===== src/rtl/modn_digit_chain.sv =====
// Cascaded modulo-MOD counting chain of DIGITS registered digits.
// Flags whole-chain wrap with one-cycle carry/borrow pulses and a sticky overflow flag.
module modn_digit_chain #(
    parameter int DIGITS = 2,
    parameter int MOD    = 5,
    parameter int DW     = 3
) (
    input  logic                 clk,
    input  logic                 reset,
    input  logic                 inc,
    input  logic                 dec,
    input  logic                 load,
    input  logic [DIGITS*DW-1:0] load_val,
    input  logic                 clr_ovf,
    output logic [DIGITS*DW-1:0] digits,
    output logic                 carry_out,
    output logic                 borrow_out,
    output logic                 ovf_sticky,
    output logic                 at_zero
);

    // One extra bit so MOD == 2^DW is representable and compares never wrap.
    localparam logic [DW:0]   MOD_W  = (DW+1)'(MOD);
    localparam logic [DW:0]   ONE_W  = (DW+1)'(1);
    localparam logic [DW-1:0] DIG_MX = DW'(MOD - 1);

    logic [DIGITS*DW-1:0] digits_q, digits_d;
    logic                 carry_q, carry_d;
    logic                 borrow_q, borrow_d;
    logic                 ovf_q, ovf_d;

    logic                 ripple;
    logic                 bad_load;
    logic [DW-1:0]        dig;

    always_comb begin
        digits_d = digits_q;
        carry_d  = 1'b0;
        borrow_d = 1'b0;
        ripple   = 1'b0;
        bad_load = 1'b0;
        dig      = '0;

        if (load) begin
            for (int unsigned i = 0; i < DIGITS; i++) begin
                dig = load_val[i*DW +: DW];
                if ({1'b0, dig} >= MOD_W) begin
                    dig      = '0;
                    bad_load = 1'b1;
                end
                digits_d[i*DW +: DW] = dig;
            end
        end else if (inc ^ dec) begin
            // ripple carries/borrows upward; surviving past the top digit means the whole chain wrapped
            ripple = 1'b1;
            for (int unsigned i = 0; i < DIGITS; i++) begin
                dig = digits_q[i*DW +: DW];
                if (ripple) begin
                    if (inc) begin
                        if (({1'b0, dig} + ONE_W) == MOD_W) begin
                            dig = '0;
                        end else begin
                            dig    = dig + DW'(1);
                            ripple = 1'b0;
                        end
                    end else begin
                        if (dig == '0) begin
                            dig = DIG_MX;
                        end else begin
                            dig    = dig - DW'(1);
                            ripple = 1'b0;
                        end
                    end
                end
                digits_d[i*DW +: DW] = dig;
            end
            carry_d  = ripple & inc;
            borrow_d = ripple & dec;
        end

        ovf_d = ovf_q;
        if (clr_ovf) begin
            ovf_d = 1'b0;
        end
        if (carry_d || borrow_d || bad_load) begin
            ovf_d = 1'b1;
        end
    end

    always_ff @(posedge clk) begin
        if (reset) begin
            digits_q <= '0;
            carry_q  <= 1'b0;
            borrow_q <= 1'b0;
            ovf_q    <= 1'b0;
        end else begin
            digits_q <= digits_d;
            carry_q  <= carry_d;
            borrow_q <= borrow_d;
            ovf_q    <= ovf_d;
        end
    end

    assign digits     = digits_q;
    assign carry_out  = carry_q;
    assign borrow_out = borrow_q;
    assign ovf_sticky = ovf_q;
    assign at_zero    = (digits_q == '0);

endmodule


===== config.mk =====
export PLATFORM = sky130hd
export DESIGN_NAME = modn_digit_chain
export DESIGN_NICKNAME = d
export VERILOG_FILES = /design/src/rtl/modn_digit_chain.sv
export SDC_FILE = /design/constraint.sdc
export NUM_CORES = 1
export LEC_CHECK = 0
export CORE_MARGIN = 1.5
export CORE_UTILIZATION = 53
export DETAILED_ROUTE_END_ITERATION = 6
export DONT_BUFFER_PORTS = 1
export PLACE_DENSITY = 0.77
export SLEW_MARGIN = 20
export SYNTH_ARGS = -nofsm -noshare
export SYNTH_HDL_FRONTEND = slang
export SYNTH_SLANG_ARGS = --single-unit

===== constraint.sdc =====
create_clock -name clk -period 2.62 [get_ports clk]
set_input_delay 0.524 -clock clk [delete_from_list [all_inputs] [get_ports clk]]
set_output_delay 0.524 -clock clk [all_outputs]
set_load 0.03 [all_outputs]

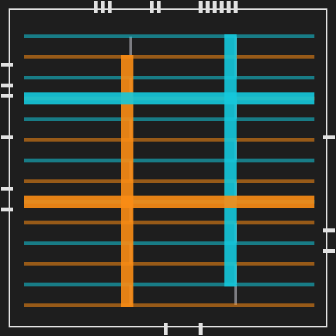
(run_1/pdn.png)
Pins as bars on the die edge. Tap cells in grey.
Key: VSS = orange; VDD = cyan
14 met1 rails follow the rows. 22 signal pins sit on the boundary. 2 straps on met5. 15 tap cells. The core has 13 rows.

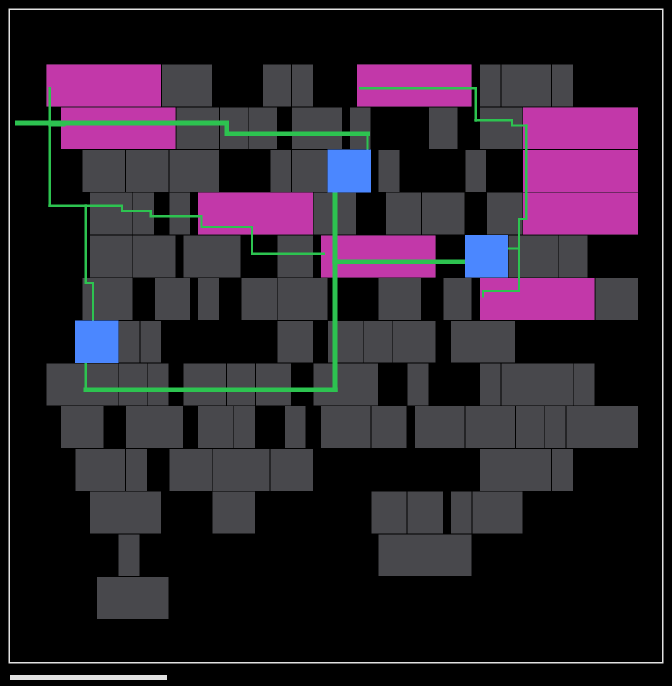
(run_1/clock_map.png)
Scale bar: 10 um.
Key: cells driving clock nets = blue [count 3]; flip-flops = magenta [count 9]; clock wires = green [length 137 um]
There are 4 routed clock nets.
Clock power frac: 0.275
Insertion Delay late pin: 270 ps
clock group power: 110 uW

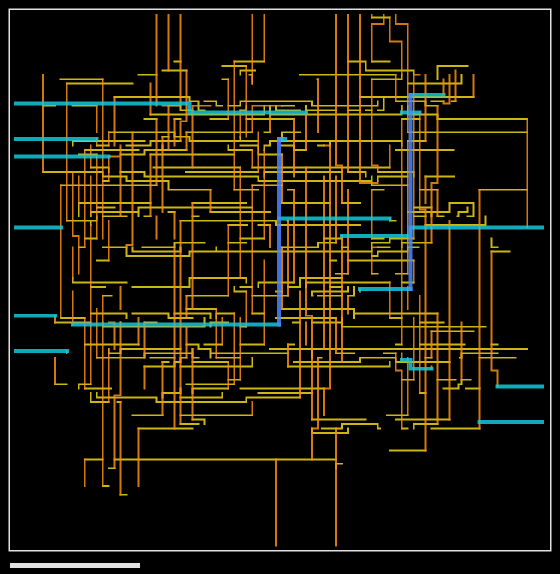
(run_1/metal_stack.png)
Scale bar: 10 um.
Key: met3 = cyan [wire length 107 um]; met1 = yellow [wire length 796 um]; met2 = orange [wire length 814 um]; met4 = blue [wire length 29.2 um]
via count: 724
aggregate routed wire length: 1750 um
global-route usage over all layers: 0.228

==> impl_summary.log, run 1 <==
[flow] summary of implementation run
INFO  metric area_dominant_class = multi-input combinational cells
INFO  metric endpoint_kind = output pin
INFO  metric tritoncts = done
INFO  metric drt_pass1_iterations = 4
INFO  metric summed_standard_cell_area_reported_by_yosys = 787 um2
INFO  metric drive_above_1_share = 0.0808
INFO  metric synth-edff-count = 0
INFO  metric synth_sequential_area_ratio = 0.229
INFO  metric layout.cells.non_filler = 114
INFO  metric cp.required = 2100 ps
INFO  metric ir_drop = 251 uV
INFO  metric wire_length_on_met1 = 795 um
INFO  metric detailed_place_hpwl = 1330 um
INFO  metric period_needed = 2360 ps
INFO  metric final_core_utilization = 0.604
INFO  metric num-fill-cells = 130
INFO  metric critical-path-max-stage-delay = 590 ps
INFO  metric max_slew.worst_pin.slew = 644 ps
INFO  metric maximum_buffer_depth_of_the_clock_tree = 2
INFO  metric openroad.warnings = 30
INFO  metric p_total = 401 uW
INFO  metric gp_congestion = 0.884
INFO  metric drt_iter0_drc = 22
INFO  metric area.share.sequential = 0.221
INFO  metric layout.area.comb = 549 um2
INFO  metric layout.clock.cell_area_share = 0.0322
INFO  metric crit_path_max_fanout = 7
INFO  metric postSynth.asyncResetShare = 0
INFO  metric path_cells = inv_1 > ha_1 > nor2b_1 > nor4b_1 > buf_4
INFO  metric fin_tns_setup = 0 ps
INFO  metric timing.max_cap.violations = 0
INFO  metric wl_met3 = 106 um
INFO  metric finalClockSkew = 3.99 ps
INFO  metric ys_types = 41
INFO  metric post_cts_resize_count = 0
INFO  metric relative_slew_slack = 0.570
INFO  metric busiest_layer = met2
INFO  metric critical_path.n_buffers_inverters = 2
INFO  metric global_route.usage.met3 = 0.109
INFO  metric place_inst = 110
INFO  metric rsz0062_at_grt = false
INFO  metric synth_area = 787 um2
INFO  metric yosys-stat-cells = 98
INFO  metric post_synthesis_cells = 98
INFO  metric sh_comb_area = 0.673
INFO  metric cts.sinks = 9
INFO  metric worstReg2RegStart = digits[0]$_SDFFE_PP0P_
INFO  metric met1_usage = 0.275
INFO  metric critical_path_class = flip-flop to output pin
INFO  metric cp.depth = 5
INFO  metric worst-r2r-setup-slack = 610 ps
INFO  metric timing.critical_path.from = digits[0]$_SDFFE_PP0P_
INFO  metric port_buffers = 0
INFO  metric post_dp_cell_area = 790 um2
INFO  metric postSynth.topFlopCell = dfxtp_1
INFO  metric run_status = finished clean
INFO  metric nNetsFinal = 118
INFO  metric numCtsBuffers = 3
INFO  metric final_min_period_over_clock_period = 0.902
INFO  metric worstHoldPathCells = 1
INFO  metric cts_root_buf = clkbuf_4
INFO  metric final-nonclk-buf-share = 0.0184
INFO  metric nNonClkInverters = 7
INFO  metric grt_antenna_before_repair = 0
INFO  metric maxClockFrequency = 423 MHz
INFO  metric dr.max_layer_used = met4
INFO  metric regToRegEndpoint = digits[4]$_SDFFE_PP0P_
INFO  metric postSynthNetCount = 116
INFO  metric cp_top_family = flip-flops
INFO  metric ff2ff_path_depth = 6
INFO  metric antenna_left = 0
INFO  metric yosys_warnings = 0
INFO  metric power.static_leakage = 0.000336 uW
INFO  metric floorplan.die_area = 0.00173 mm2
INFO  metric timing.final.hold_violations = 0
INFO  metric worstSetupEndpoint = at_zero
INFO  metric chipWidth = 41.5 um
INFO  metric sequential_cell_total = 9
INFO  metric synth_flop_count = 9
INFO  metric design_area = 816 um2
INFO  metric n_multi_input_combinational_cell = 77
INFO  metric hold-worst-slack = 317 ps
INFO  metric syn_area_per_cell = 8.03 um2
INFO  metric hold_path_end = digits[3]$_SDFFE_PP0P_
INFO  metric post-place-ws = 531 ps
INFO  metric hold_buffers = 0
INFO  metric post_dr_wirelength_cell = 15.3 um
INFO  metric clkSlewWorstSetupHoldPaths = 60 ps
INFO  metric via_per_inst = 6.35
INFO  metric fp-row-count = 13
INFO  metric grt_pass1_wl = 3040 um
INFO  metric globalRouteMet2Util = 0.356
INFO  metric setup_viol_count_final = 0
INFO  metric arrival_time_reported_for_the_critical_path_endpoint = 1840 ps
INFO  metric met2_routed_wirelength = 814 um
INFO  metric postLayoutSetupSlackWorst = 256 ps
INFO  metric clockBufferCount = 4
INFO  metric globalRouteOverflowTotal = 0
INFO  metric syn2layout_area_growth = 3.66%
INFO  metric regArea = 180 um2
INFO  metric highest_delay_cell_along_the_critical_path = dfxtp_1
INFO  metric remaining_drc_errors = 0
INFO  metric floorplan.initialDensity = 0.583
INFO  metric hold_path.class = primary input to flip-flop
INFO  metric timing_max_transition_violations_final = 0
INFO  metric ctsHtreeMaxLevel = 1
INFO  metric cp-start-kind = flip-flop
INFO  metric setup_bufs_post_cts = 0
INFO  metric cellPowerDensity = 491 mW/mm2
INFO  metric num_antenna_cells = 0
INFO  metric boundaryPins = 22
INFO  metric floorplan.tapcells = 15
INFO  metric chipHeight = 41.5 um
INFO  metric grt_max_degree = 17
INFO  metric nNonClkBuffers = 2
INFO  metric grt_pass1_vias = 721
INFO  metric min_from = reset
INFO  metric coreArea = 0.00135 mm2
-- run 1: power breakdown --
group          total (uW)  internal [uW]  switching [uW]
clock network         110           58.9            51.2
registers             178            146            32.0
logic                 112           52.7            59.7
total                 401            258             143
-- run 1: sequential cells by signal (all words and copies together) (netlist names) --
| signal | cells |
|---|---|
| carry_out | 1 |
| digits | 6 |
| ovf_sticky | 1 |
| borrow_out | 1 |
-- run 1: kinds of logic after synthesis --
| group | Yosys count | synth area share |
|---|---|---|
| DFF | 9 | 0.229 |
| adders and majority gates | 6 | 0.0954 |
| and+or+nand+nor | 35 | 0.245 |
| AOI/OAI and AO/OA | 31 | 0.288 |
| buffers and inverters | 12 | 0.0731 |
| xor gates and xnor gates | 2 | 0.0318 |
| muxes | 3 | 0.0382 |
-- run 1: synthesized netlist by cell type, types with 2 or more instances --
cell type,number,share of area
o21ai_0,3,0.019
nand3b_1,3,0.029
dfxtp_1,9,0.23
a221oi_1,3,0.033
nand2_1,9,0.043
nand2b_1,5,0.040
nor2b_1,4,0.032
inv_1,7,0.033
nor2_1,6,0.029
a211oi_1,5,0.048
clkbuf_1,2,0.0095
a21oi_1,5,0.032
a31oi_1,2,0.016
ha_1,6,0.095
mux2i_1,3,0.038
-- run 1: layout by cell type (no fill, tap or decap), types with 2 or more instances in the layout --
cell / netlist / layout
a31oi_1: 2 / 2
nor2b_1: 4 / 4
nor2_1: 6 / 6
mux2i_1: 3 / 3
dfxtp_1: 9 / 9
a21oi_1: 5 / 5
nand2_1: 9 / 9
nand2b_1: 5 / 5
nand3b_1: 3 / 3
clkbuf_4: 0 / 3
buf_4: 1 / 2
o21ai_0: 3 / 3
a211oi_1: 5 / 5
ha_1: 6 / 6
inv_1: 7 / 7
a221oi_1: 3 / 3
==> run 1 -> run 2 <==
--- a/config.mk
+++ b/config.mk
@@ -10,6 +10,7 @@
 export DETAILED_ROUTE_END_ITERATION = 6
 export DONT_BUFFER_PORTS = 1
 export PLACE_DENSITY = 0.77
+export SKIP_LAST_GASP = 1
 export SLEW_MARGIN = 20
 export SYNTH_ARGS = -nofsm -noshare
 export SYNTH_HDL_FRONTEND = slang
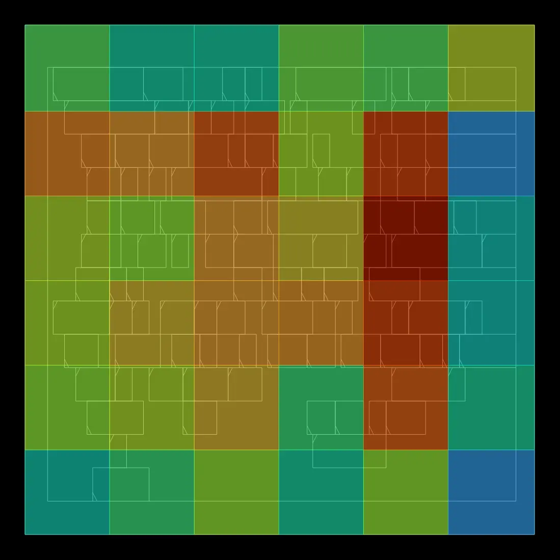
(run_2/final_congestion.png)
GRT met2 Usage: 0.356
global-route track usage on met3: 0.109
gr busiest metal: met2
GR met1 Demand/Resource: 0.275
post-layout utilization of the core: 0.604

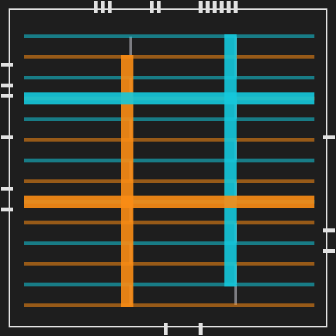
(run_2/pdn.png)
Pins as bars on the die edge. Tap cells in grey.
Key: VSS = orange; VDD = cyan
22 signal pins sit on the boundary. 14 met1 rails follow the rows.

==> run 2 against run 1 <==
Sequential power hardly changed. Via count stayed put. Non-clock buffer count stayed put. Highest routed layer unchanged.
==> impl_summary.log, run 2 <==
[flow] summary of implementation run
INFO  metric grt_pass1_vias = 721 (unchanged)
INFO  metric tritoncts = done
INFO  metric detailed_place_hpwl = 1330 um (unchanged)
INFO  metric grtUsageTotal = 0.228 (unchanged)
INFO  metric postSynth.asyncResetShare = 0 (unchanged)
INFO  metric period_needed = 2360 ps (unchanged)
INFO  metric p_total = 401 uW (unchanged)
INFO  metric run_status = finished clean
INFO  metric via_per_inst = 6.35 (unchanged)
INFO  metric post_synthesis_adder_cell_area_fraction = 0.0954 (unchanged)
INFO  metric post_dp_cell_area = 790 um2 (unchanged)
INFO  metric openroad.warnings = 30 (unchanged)
INFO  metric worstHoldPathCells = 1 (unchanged)
INFO  metric cellPowerDensity = 491 mW/mm2 (unchanged)
INFO  metric logic_family = AND-OR/OR-AND gates
INFO  metric synth_area = 787 um2 (unchanged)
INFO  metric setup_bufs_post_cts = 0 (unchanged)
INFO  metric chipHeight = 41.5 um (unchanged)
INFO  metric min_from = reset
INFO  metric relative_slew_slack = 0.570 (unchanged)
INFO  metric layout.area.comb = 549 um2 (unchanged)
INFO  metric synth.cells.most_frequent = 9 x dfxtp_1, 9 x nand2_1, 7 x inv_1
INFO  metric postLayoutSetupSlackWorst = 256 ps (unchanged)
INFO  metric rsz0062_at_grt = false
INFO  metric synth_sequential_area_ratio = 0.229 (unchanged)
INFO  metric drive_above_1_share = 0.0808 (unchanged)
INFO  metric num_antenna_cells = 0 (unchanged)
INFO  metric num-fill-cells = 130 (unchanged)
INFO  metric timing.max_cap.violations = 0 (unchanged)
INFO  metric aggregate_routed_wire_length = 1750 um (unchanged)
INFO  metric post_cts_resize_count = 0 (unchanged)
INFO  metric antenna_left = 0 (unchanged)
INFO  metric layout.cells.most_common_list = 9 x nand2_1, 9 x dfxtp_1, 7 x inv_1
INFO  metric max_slew.worst_pin.slew = 644 ps (unchanged)
INFO  metric ir_drop = 251 uV (unchanged)
INFO  metric post_synthesis_cells = 98 (unchanged)
INFO  metric fp-row-count = 13 (unchanged)
INFO  metric timing.final.hold_violations = 0 (unchanged)
INFO  metric regArea = 180 um2 (unchanged)
INFO  metric summed_standard_cell_area_reported_by_yosys = 787 um2 (unchanged)
INFO  metric globalRouteOverflowTotal = 0 (unchanged)
INFO  metric yosysTopAreaCellShare = 0.229 (unchanged)
INFO  metric regToRegEndpoint = digits[4]$_SDFFE_PP0P_
INFO  metric path_cells = inv_1 > ha_1 > nor2b_1 > nor4b_1 > buf_4
INFO  metric synth_simple_gate_area_share = 0.245 (unchanged)
INFO  metric cp-start-kind = flip-flop
INFO  metric yosysTopAreaCell = dfxtp_1
INFO  metric drt_pass1_iterations = 4 (unchanged)
INFO  metric layout.cells.non_filler = 114 (unchanged)
INFO  metric fin_tns_setup = 0 ps (unchanged)
INFO  metric post-place-ws = 531 ps (unchanged)
INFO  metric boundaryPins = 22 (unchanged)
INFO  metric endpoint_kind = output pin
INFO  metric grt_pass1_wl = 3040 um (unchanged)
INFO  metric port_buffers = 0 (unchanged)
INFO  metric arrival_time_reported_for_the_critical_path_endpoint = 1840 ps (about the same)
INFO  metric yosys-stat-cells = 98 (unchanged)
INFO  metric maximum_buffer_depth_of_the_clock_tree = 2 (unchanged)
INFO  metric remaining_drc_errors = 0 (unchanged)
INFO  metric worst-r2r-setup-slack = 610 ps (about the same)
INFO  metric timing_max_transition_violations_final = 0 (unchanged)
INFO  metric critical_path_class = flip-flop to output pin
INFO  metric route.vias.total = 724 (unchanged)
INFO  metric chipWidth = 41.5 um (unchanged)
INFO  metric numCtsBuffers = 3 (unchanged)
INFO  metric power.static_leakage = 0.000336 uW (unchanged)
INFO  metric finalClockSkew = 3.99 ps (unchanged)
INFO  metric clkSlewWorstSetupHoldPaths = 60 ps (about the same)
INFO  metric grt_max_degree = 17 (unchanged)
INFO  metric maxClockFrequency = 423 MHz (unchanged)
INFO  metric place_inst = 110 (unchanged)
INFO  metric synth_flop_count = 9 (unchanged)
INFO  metric gp_congestion = 0.884 (unchanged)
INFO  metric floorplan.initialDensity = 0.583 (unchanged)
INFO  metric hold-worst-slack = 317 ps (unchanged)
INFO  metric largest_reg_flops = 6 (unchanged)
INFO  metric ctsHtreeMaxLevel = 1 (unchanged)
INFO  metric floorplan.die_area = 0.00173 mm2 (unchanged)
INFO  metric ff2ff_path_depth = 6 (unchanged)
INFO  metric worstReg2RegStart = digits[0]$_SDFFE_PP0P_
INFO  metric syn_area_per_cell = 8.03 um2 (unchanged)
INFO  metric postSynthNetCount = 116 (unchanged)
INFO  metric hold_path_end = digits[3]$_SDFFE_PP0P_
INFO  metric cts.sinks = 9 (unchanged)
INFO  metric grt_antenna_before_repair = 0 (unchanged)
INFO  metric cp.required = 2100 ps (about the same)
INFO  metric post_synth_xor_area_fraction = 0.0318 (unchanged)
INFO  metric yosys_warnings = 0 (unchanged)
INFO  metric setup_viol_count_final = 0 (unchanged)
INFO  metric post_dr_wirelength_cell = 15.3 um (unchanged)
INFO  metric drt_iter0_drc = 22 (unchanged)
INFO  metric clock_insertion_delay_worst_skew = 270 ps (about the same)
INFO  metric critical-path-max-stage-delay = 590 ps (about the same)
INFO  metric nNetsFinal = 118 (unchanged)
INFO  metric design_area = 816 um2 (unchanged)
INFO  metric synth-edff-count = 0 (unchanged)
INFO  metric highest_delay_cell_along_the_critical_path = dfxtp_1
INFO  metric synth.mux.area_fraction = 0.0382 (unchanged)
INFO  metric synthAoiAreaFrac = 0.288 (unchanged)
run 2: cell counts after synthesis:
No cell type changed its count.
run 2: layout make-up:
class,instances,area share
Multi-Input combinational cell,77,0.673
Sequential cell,9,0.221
Inverter,7,0.0322
Timing Repair Buffer,2,0.0184
Clock buffer,4,0.0322
Tap cell,15,0.0230
run 2: worst max path at each step:
stage,startpoint,to,slack (ps),depth (start not counted)
after CTS,digits[0]$_SDFFE_PP0P_,at_zero,240,5
after global routing,digits[0]$_SDFFE_PP0P_,at_zero,60,5
after floorplan,digits[0]$_SDFFE_PP0P_,at_zero,110,4
after global placement,digits[0]$_SDFFE_PP0P_,at_zero,590,5
final,digits[0]$_SDFFE_PP0P_,at_zero,260,5
after detailed placement,digits[0]$_SDFFE_PP0P_,at_zero,530,5
run 2: per-layer routing:
metal	routed length (um)	GRT usage	vias up
li1	-	-	360
met1	795	0.275	340
met2	814	0.356	19
met3	106	0.109	5
met4	29	0.0710	0
met5	0	0	-
run 2: critical path, delay by kind of cell, from the launching register on:
| kind | cells | cell delay [ps] |
|---|---|---|
| flops | 1 | 590 |
| fa+ha+maj | 1 | 300 |
| buf+inv | 2 | 320 |
| simple gates | 2 | 360 |
run 2: power breakdown:
group          internal [uW]  switching (uW)  leakage [uW]
clock network           58.9            51.2     0.0000150
registers                146            32.0     0.0000740
logic                   52.7            59.7      0.000247
run 2: cell families after synthesis:
family                     after synthesis
DFF                                      9
adders and majority gates                6
AOI/OAI and AO/OA                       31
buffers and inverters                   12
muxes                                    3
and+or+nand+nor                         35
xor gates and xnor gates                 2
==> run 2 -> run 3 <==
==> constraint.sdc (replaced) <==
create_clock -name clk -period 3.1 [get_ports clk]
set_input_delay 0.62 -clock clk [delete_from_list [all_inputs] [get_ports clk]]
set_output_delay 0.62 -clock clk [all_outputs]
set_load 0.03 [all_outputs]
==> run 3 against run 2 <==
Critical path depth is the same. Final cell count shrank 0.88%. Clock skew shrank 1.9 ps. Global-route usage shrank 1.4 points. Via count grew 2.9%. Clock power shrank about 10%. Setup slack gained 330 ps. Count of clock-buffer cells in the layout is the same. Sequential share of layout area grew 0.21 points. Synthesized cell count is the same. Largest cell class unchanged. Largest power group unchanged.
==> impl_summary.log, run 3 <==
[flow] summary of implementation run
INFO  metric p_total = 339 uW (-15%)
INFO  metric synth.cells.most_frequent = 9 x dfxtp_1, 9 x nand2_1, 7 x inv_1
INFO  metric fp-row-count = 13 (unchanged)
INFO  metric power.static_leakage = 0.000331 uW (-1.6%)
INFO  metric power.share.switching = 0.361 (+0.00465)
INFO  metric seq_power_share = 0.451 (+0.006)
INFO  metric tritoncts = done
INFO  metric synth_sequential_area_ratio = 0.229 (unchanged)
INFO  metric floorplan.die_area = 0.00173 mm2 (unchanged)
INFO  metric min_from = reset
INFO  metric arrival_time_reported_for_the_critical_path_endpoint = 1890 ps (+50 ps)
INFO  metric critical-path-max-stage-delay = 450 ps (-140 ps)
INFO  metric synth.mux.area_fraction = 0.0382 (unchanged)
INFO  metric drive_above_1_share = 0.0714 (-0.00938)
INFO  metric largest_reg_flops = 6 (unchanged)
INFO  metric ff2ff_path_depth = 6 (unchanged)
INFO  metric cp.required = 2480 ps (+380 ps)
INFO  metric cellPowerDensity = 420 mW/mm2 (-15%)
INFO  metric highest_delay_cell_along_the_critical_path = dfxtp_1
INFO  metric timing.final.hold_violations = 0 (unchanged)
INFO  metric cp_top_family = simple AND/OR/NAND/NOR gates
INFO  metric grt_max_degree = 17 (unchanged)
INFO  metric synth_simple_gate_area_share = 0.245 (unchanged)
INFO  metric antenna_left = 0 (unchanged)
INFO  metric period_needed = 2510 ps
INFO  metric worstReg2RegStart = digits[0]$_SDFFE_PP0P_
INFO  metric chipHeight = 41.5 um (unchanged)
INFO  metric max_slew.worst_pin.slew = 631 ps (-13.1 ps)
INFO  metric remaining_drc_errors = 0 (unchanged)
INFO  metric setup_viol_count_final = 0 (unchanged)
INFO  metric cts.sinks = 9 (unchanged)
INFO  metric grtUsageTotal = 0.214 (-0.0139)
INFO  metric maximum_buffer_depth_of_the_clock_tree = 2 (unchanged)
INFO  metric post_cts_resize_count = 0 (unchanged)
INFO  metric fin_tns_setup = 0 ps (unchanged)
INFO  metric grt_pass1_vias = 690 (-4.3%)
INFO  metric floorplan.initialDensity = 0.583 (unchanged)
INFO  metric hold_buffers = 0
INFO  metric gp_congestion = 0.898 (+1.6%)
INFO  metric final_min_period_over_clock_period = 0.811
INFO  metric path_cells = inv_1 > ha_1 > nor2b_1 > nor4b_1 > buf_4
INFO  metric worstHoldPathCells = 1 (unchanged)
INFO  metric power.share.combinational = 0.269 (-0.012)
INFO  metric internal_power = 217 uW (-16%)
INFO  metric synth_area = 787 um2 (unchanged)
INFO  metric drt_pass1_iterations = 5 (+1)
INFO  metric postSynthNetCount = 116 (unchanged)
INFO  metric logic_family = AND-OR/OR-AND gates
INFO  metric maxClockFrequency = 398 MHz
INFO  metric crit_path_max_fanout = 7
INFO  metric nNetsFinal = 117 (-0.85%)
INFO  metric critical_path.n_buffers_inverters = 2 (unchanged)
INFO  metric summed_standard_cell_area_reported_by_yosys = 787 um2 (unchanged)
INFO  metric post_synthesis_adder_cell_area_fraction = 0.0954 (unchanged)
INFO  metric hold_path.class = primary input to flip-flop
INFO  metric cp.depth = 5 (unchanged)
INFO  metric run_status = finished clean
INFO  metric cts_root_buf = clkbuf_4
INFO  metric relative_slew_slack = 0.579 (+0.00877)
INFO  metric num_antenna_cells = 0 (unchanged)
INFO  metric worst-r2r-setup-slack = 1140 ps (+530 ps)
INFO  metric ctsHtreeMaxLevel = 1 (unchanged)
INFO  metric timing_max_transition_violations_final = 0 (unchanged)
INFO  metric syn_area_per_cell = 8.03 um2 (unchanged)
INFO  metric reported_net_switching_power = 123 uW (-14%)
INFO  metric coreArea = 0.00135 mm2
INFO  metric globalRouteOverflowTotal = 0 (unchanged)
INFO  metric synth_flop_count = 9 (unchanged)
INFO  metric grt_pass1_wl = 2940 um (-3.2%)
INFO  metric synthAoiAreaFrac = 0.288 (unchanged)
INFO  metric cp-start-kind = flip-flop
INFO  metric syn2layout_area_growth = 2.70%
INFO  metric endpoint_kind = output pin
INFO  metric yosysTopAreaCell = dfxtp_1
INFO  metric detailed_place_hpwl = 1350 um (+0.88%)
INFO  metric setup_bufs_post_cts = 0 (unchanged)
INFO  metric port_buffers = 0 (unchanged)
INFO  metric post_dr_wirelength_cell = 15.7 um (+2.8%)
INFO  metric drt_iter0_drc = 8 (-64%)
INFO  metric timing.max_cap.violations = 0 (unchanged)
INFO  metric openroad.warnings = 30 (unchanged)
INFO  metric rsz0062_at_grt = false
INFO  metric numCtsBuffers = 3 (unchanged)
INFO  metric ys_types = 41
INFO  metric critical_path_class = flip-flop to output pin
INFO  metric postSynth.topFlopCell = dfxtp_1
INFO  metric grt_antenna_before_repair = 0 (unchanged)
INFO  metric synth-edff-count = 0 (unchanged)
INFO  metric chipWidth = 41.5 um (unchanged)
INFO  metric yosys-stat-cells = 98 (unchanged)
INFO  metric via_per_inst = 6.59 (+3.8%)
INFO  metric layout.cells.most_common_list = 9 x nand2_1, 9 x dfxtp_1, 7 x inv_1
INFO  metric yosysTopAreaCellShare = 0.229 (unchanged)
INFO  metric synth.area.top_cells = dfxtp_1 23%, ha_1 9.5%, a211oi_1 4.8%, nand2_1 4.3%, nand2b_1 4.0%
INFO  metric ir_drop = 302 uV (+20%)
INFO  metric post_synthesis_cells = 98 (unchanged)
INFO  metric clkSlewWorstSetupHoldPaths = 70 ps (about the same)
INFO  metric boundaryPins = 22 (unchanged)
INFO  metric timing.critical_path.from = digits[0]$_SDFFE_PP0P_
INFO  metric postSynth.asyncResetShare = 0 (unchanged)
INFO  metric yosys_warnings = 0 (unchanged)
INFO  metric post_synth_xor_area_fraction = 0.0318 (unchanged)
run 3: cell counts after synthesis:
No cell type changed its count.
run 3: power groups by stage:
stage	clock network (uW)	logic, uW	registers, uW
final	95.1	91.1	153
after global routing	101	102	155
after CTS	95.7	91.4	153
after detailed placement	0	90.9	156
after global placement	0	88.5	155
after floorplan	0	84.8	149
run 3: worst register-to-register path: stages (launching register included):
cell and delay, ps:
dfxtp_1 600, inv_1 130, ha_1 300, nor2b_1 180
a32o_2 290, o2111ai_1 190, o22ai_1 150
run 3: layer usage:
| layer | vias to the layer above | wire, um | global-route usage | share of wire |
|---|---|---|---|---|
| met5 | - | 0 | 0 | 0 |
| met4 | 0 | 0 | 0.0258 | 0 |
| met1 | 353 | 738 | 0.236 | 0.42 |
| met3 | 0 | 139 | 0.104 | 0.078 |
| met2 | 30 | 900 | 0.378 | 0.51 |
| li1 | 362 | - | - | - |
run 3: cell type report:
cell class                      count  area [um2]
Fill cell                         125         542
Timing Repair Buffer                1        7.51
Tap cell                           15        18.8
Multi-Input combinational cell     77         549
Inverter                            7        26.3
Sequential cell                     9         180
Clock buffer                        4        26.3
run 3: stage by stage:
stage | cells | setup slack (ps) | utilization | hold slack (ps) | instance area (um2)
after floorplan | 98 | 492 | - | 670 | 787
after global placement | 109 | 962 | 0.579 | 693 | 782
after detailed placement | 109 | 863 | 0.579 | 697 | 782
after CTS | 113 | 552 | 0.599 | 417 | 808
after global routing | 113 | 389 | 0.599 | 412 | 808
final | 113 | 585 | 0.599 | 416 | 808
run 3: final timing paths:
path                              to
min           digits[4]$_SDFFE_PP0P_
max                          at_zero
max reg2reg  ovf_sticky$_SDFFE_PP0P_
min reg2reg  ovf_sticky$_SDFFE_PP0P_
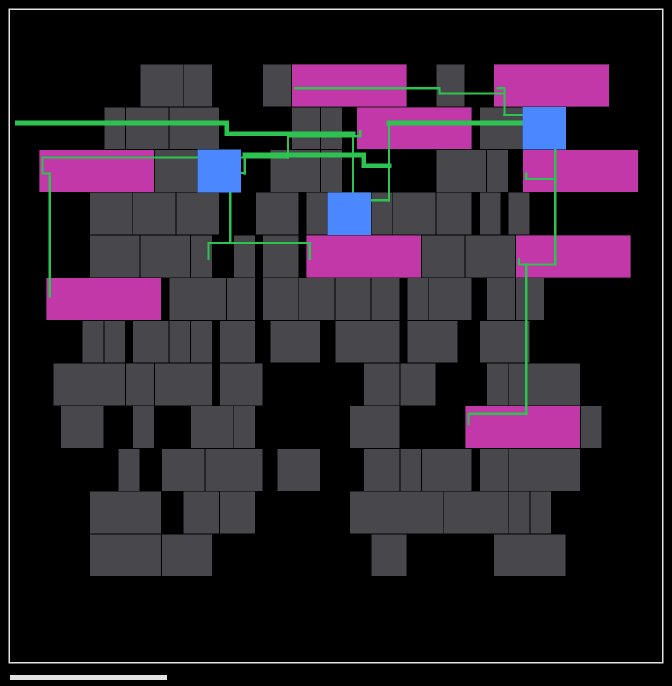
(run_3/clock_map.png)
Scale bar: 10 um.
Key: cells driving clock nets = blue [count 3]; clock wires = green [length 146 um]; flip-flops = magenta [count 9]
There are 4 routed clock nets.
Clock power frac: 0.280
final worst clock skew: 2.06 ps
Insertion Delay late pin: 260 ps
clock group power: 95.1 uW

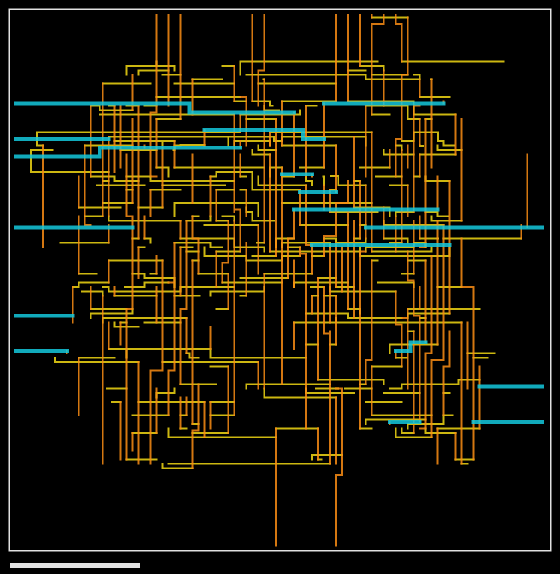
(run_3/metal_stack.png)
Scale bar: 10 um.
Key: met1 = yellow [wire length 739 um]; met2 = orange [wire length 900 um]; met3 = cyan [wire length 139 um]
aggregate routed wire length: 1780 um
via count: 745

Power and IR drop assume default switching activity.
